--- src/rtl/mem_wb_stage_reg.sv ---
// MEM/WB pipeline register: one-cycle latency, stall holds, flush inserts a bubble, x0 writes suppressed.
// Optional retired-instruction counter built only when MEM_WB_RETIRE_CNT_EN is defined (else tied to 0).
module mem_wb_stage_reg #(
   parameter int XLEN       = 32,
   parameter int REG_ADDR_W = 5,
   parameter int RETIRE_W   = 32
) (
   input  logic                           clock,
   input  logic                           reset,
   input  logic                           in_valid,
   input  logic                           stall,
   input  logic                           flush,
   input  logic                           writeback,
   input  logic                           is_call,
   input  logic [XLEN-1:0]                pc,
   input  logic [XLEN-1:0]                load_data,
   input  logic [REG_ADDR_W-1:0]          rd_field,
   output logic [2+2*XLEN+REG_ADDR_W-1:0] M_WB_register,
   output logic                           wb_valid,
   output logic                           wb_en,
   output logic [REG_ADDR_W-1:0]          wb_rd,
   output logic [XLEN-1:0]                wb_data,
   output logic [RETIRE_W-1:0]            retire_count
);

   typedef struct packed {
      logic                  writeback;
      logic                  is_call;
      logic [XLEN-1:0]       pc;
      logic [XLEN-1:0]       load_data;
      logic [REG_ADDR_W-1:0] rd_field;
   } mem_wb_t;

   mem_wb_t stage_q;
   logic    valid_q;
   logic    load_en;

   assign load_en = !flush && !stall;

   always_ff @(posedge clock or posedge reset) begin
      if (reset) begin
         stage_q <= '0;
         valid_q <= 1'b0;
      end else if (flush) begin
         stage_q <= '0;
         valid_q <= 1'b0;
      end else if (!stall) begin
         valid_q           <= in_valid;
         // Bubbles and x0 targets never raise the write enable downstream.
         stage_q.writeback <= writeback && in_valid && (rd_field != '0);
         stage_q.is_call   <= is_call && in_valid;
         stage_q.pc        <= pc;
         stage_q.load_data <= load_data;
         stage_q.rd_field  <= rd_field;
      end
   end

   assign M_WB_register = stage_q;
   assign wb_valid      = valid_q;
   assign wb_en         = valid_q && stage_q.writeback;
   assign wb_rd         = stage_q.rd_field;
   // Call link address wraps modulo 2^XLEN.
   assign wb_data       = stage_q.is_call ? (stage_q.pc + XLEN'(4)) : stage_q.load_data;

`ifdef MEM_WB_RETIRE_CNT_EN
   logic [RETIRE_W-1:0] retire_q;

   always_ff @(posedge clock or posedge reset) begin
      if (reset) begin
         retire_q <= '0;
      end else if (load_en && in_valid) begin
         retire_q <= retire_q + RETIRE_W'(1);
      end
   end

   assign retire_count = retire_q;
`else
   assign retire_count = '0;
`endif

endmodule
--- config.mk ---
export PLATFORM = sky130hd
export DESIGN_NAME = mem_wb_stage_reg
export DESIGN_NICKNAME = d
export VERILOG_FILES = /design/src/rtl/mem_wb_stage_reg.sv
export SDC_FILE = /design/constraint.sdc
export NUM_CORES = 1
export LEC_CHECK = 0
export ABC_CLOCK_PERIOD_IN_PS = 4700
export CAP_MARGIN = 30
export CORE_MARGIN = 2
export CORE_UTILIZATION = 55
export DETAILED_ROUTE_END_ITERATION = 8
export DONT_BUFFER_PORTS = 1
export GPL_ROUTABILITY_DRIVEN = 0
export HOLD_SLACK_MARGIN = 0.03
export PLACE_DENSITY = 0.72
export SYNTH_ARGS = -nofsm -noshare
export SYNTH_HDL_FRONTEND = slang
export SYNTH_SLANG_ARGS = --single-unit
--- constraint.sdc ---
create_clock -name clock -period 4.7 [get_ports clock]
set_input_delay 0.705 -clock clock [delete_from_list [all_inputs] [get_ports clock]]
set_output_delay 0.705 -clock clock [all_outputs]
set_load 0.03 [all_outputs]
==> reports/metrics.yaml <==
global_route:
  antenna_found_initial: 0
  grt_use_met2_pct: 43.9
  grt_pass1_vias: 3188
  busiest_layer: "met2"
  grt_overflow: 0
  grtUsageMet3_pct: 7.22
  grt_max_degree: 75
  grt_usage_pct: 25.3
  grt_pass1_wl_mm: 16.6
  use_met1_pct: 29.6
final_timing:
  fin_hold_ws_ns: 0.370
  min_period_ns: 3.75
  slew_violations: 0
  setup_violations: 0
  timing.final.crit_share_pct: 79.8
  worstMarginPinSlew_ns: 0.833
  clock_skew_ns: 0
  fin_ws_ns: 0.949
  rsz0062_at_grt: "false"
  max-slew-margin-rel_pct: 44.2
  hold_viol: 0
  tns_ns: 0
  max_freq_mhz: 267
routing:
  routed_wl_mm: 10.4
  dr_wl_met3_microns: 858
  viasPerCell: 5.86
  antenna_left: 0
  drtIter0Drc: 119
  top_layer: "met4"
  dr.pass1.iters: 4
  detailroute.via_count: 3076
  avgRoutedWirePerCell_microns: 19.9
  met1_length_mm: 4.01
  drc_errors: 0
  wl_met2_mm: 5.42
logic_synthesis:
  post-synth-top-area-cell: "dfrtp_1"
  yosysTopAreaCellShare_pct: 42.8
  ys_async_sr_fraction_pct: 100
  edf_count: 0
  yosysWarnings: 0
  yosys-top-cells-count: "nor2_1 (100), dfrtp_1 (72), mux2i_1 (70)"
  synthesis.area_sq_um: 4210
  yosysMostFrequentCell: "nor2_1"
  avgSynthCellArea_sq_um: 9.53
  ff_type: "dfrtp_1"
  ys_cells: 442
  area_leaders: "dfrtp_1 (43%), mux2i_1 (17%), nor2_1 (8.9%)"
  ys_ff: 72
  syn-instance-count: 442
  ys_area_sq_um: 4210
  yosysUniqueCellTypes: 33
  yosysSeqAreaShare_pct: 42.8
cts:
  hold_buffers: 0
  clk_pin_slew_ns: 0.07
  insertion_delay_ns: 0.34
  post_cts_buffers: 0
  clock_tree.buffer_depth: 2
  h-tree-depth: 3
  clkSinkCount: 72
  cts_tree: "yes"
  post_cts_resized: 0
  cts_buffers: 9
  cts-root-buf: "clkbuf_8"
critical_path:
  startpoint_type: "flip-flop"
  worst_path_max_delay_cell: "dfrtp_1"
  timing.rr.start: "M_WB_register[45]"
  rr_worst_depth: 2
  rrSetupSlack_ns: 3.58
  worstPathRequired_ns: 3.99
  cp_num_cells: 5
  rr_endpoint: "M_WB_register[45]"
  critPathLaunch: "M_WB_register[39]"
  worstSetupPathType: "flip-flop to primary output"
  path_buffers: 0
  critPathMaxFanout: 10
  slowest_delay_ns: 0.70
  crit_end: "wb_data[24]"
  worst_setup_path_end_kind: "primary output"
  path_cells: "ha_1, and2_1, nand3_1, or4_1, a31oi_1"
  cp_top_family: "simple AND/OR/NAND/NOR gates"
  arrival_ns: 3.05
pwr:
  pg_clk_uw: 605
  fin_total_pwr_mw: 1.58
  p_int_mw: 1.08
  power_switching_uw: 507
  p_seq_share_pct: 49.3
  p_comb_share_pct: 12.5
  p_leak_nw: 2.01
  pwr-share-clk_pct: 38.2
  p_per_area_nw_per_um2: 369
  power.group.top: "sequential cells"
  switching_share_pct: 32.0
  pg_comb_uw: 198
  peakVddDrop_v: 0.000175
floorplanning:
  die_h_microns: 91.5
  die_x_microns: 91.5
  rows: 31
  core-area_sq_um: 7330
  core_util_floorplan_pct: 57.5
  die_area_sq_um: 8380
  pin_count: 218
flow_run:
  tool_warnings: 26
  drv_cap: 0
place:
  io_buffers: 0
  dp_cells: 509
  place_area_sq_um: 4040
  pre_cts_ws_ns: 1.32
  hpwl_mm: 7.50
finish:
  area_growth_pct: 1.63
  layout_top_cells: "nor2_1 (100), dfrtp_1 (71), mux2i_1 (70)"
  diodes: 0
  final_cell_area_sq_um: 4280
  drive_above_1_share_pct: 6.81
  nets: 498
outcome:
  outcome: "complete, no violations"
worst_hold_path:
  hold_path_class: "input pin to asynchronous set/reset pin"
==> kinds of logic after synthesis <==
logic type      after synthesis  share of synthesized area [%]
compound gates               49                           7.10
xor+xnor                     11                           2.29
fa+ha+maj                     1                          0.297
buf+inv                      69                           10.6
flops                        72                           42.8
mux                          73                           17.4
other cells                   1                         0.0890
simple gates                166                           19.4
==> flip-flops by register name, indices dropped and copies added (netlist names) <==
name           flops
M_WB_register     66
wb_rd              5
wb_valid           1
==> layout make-up <==
type	count	area (sq um)
fill	643	3050
multi-input combinational	332	2080
sequential	72	1800
clock buffer	11	141
tap	99	124
clock inverter	5	104
timing repair buffer	2	15.0
inverter	4	15.0
Figure 1. Gate-type map.
The bar under the picture is 20 microns long.
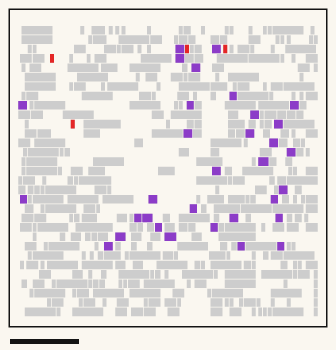
colour	family	cells	most used
purple	and/or cells	32	or4_1
red	inv cells	4	inv_1
fin cells: 525
Comb/total area: 48.6%
Top cell excl fill/tap: nor2_1

Figure 2. Where the registers sit.
The bar under the picture is 20 microns long. Other sequential cells in the stronger grey, the rest of the logic in the fainter grey.
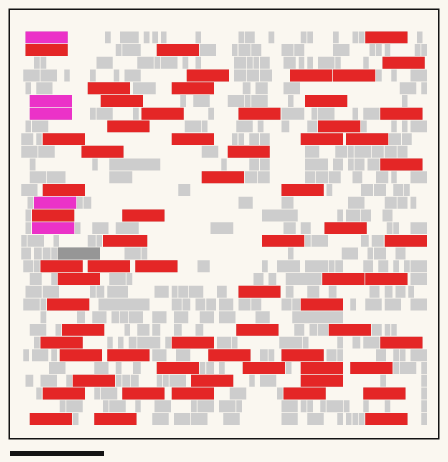
colour	signal	sequential cells
red	M_WB_register	66
magenta	wb_rd	5
not coloured	1
register area: 1800 sq um
Seq power: 779 uW
fin util: 58.4%
fraction of area in registers: 42.1%

Power figures rest on the tool's default switching activity, not on a simulated workload.
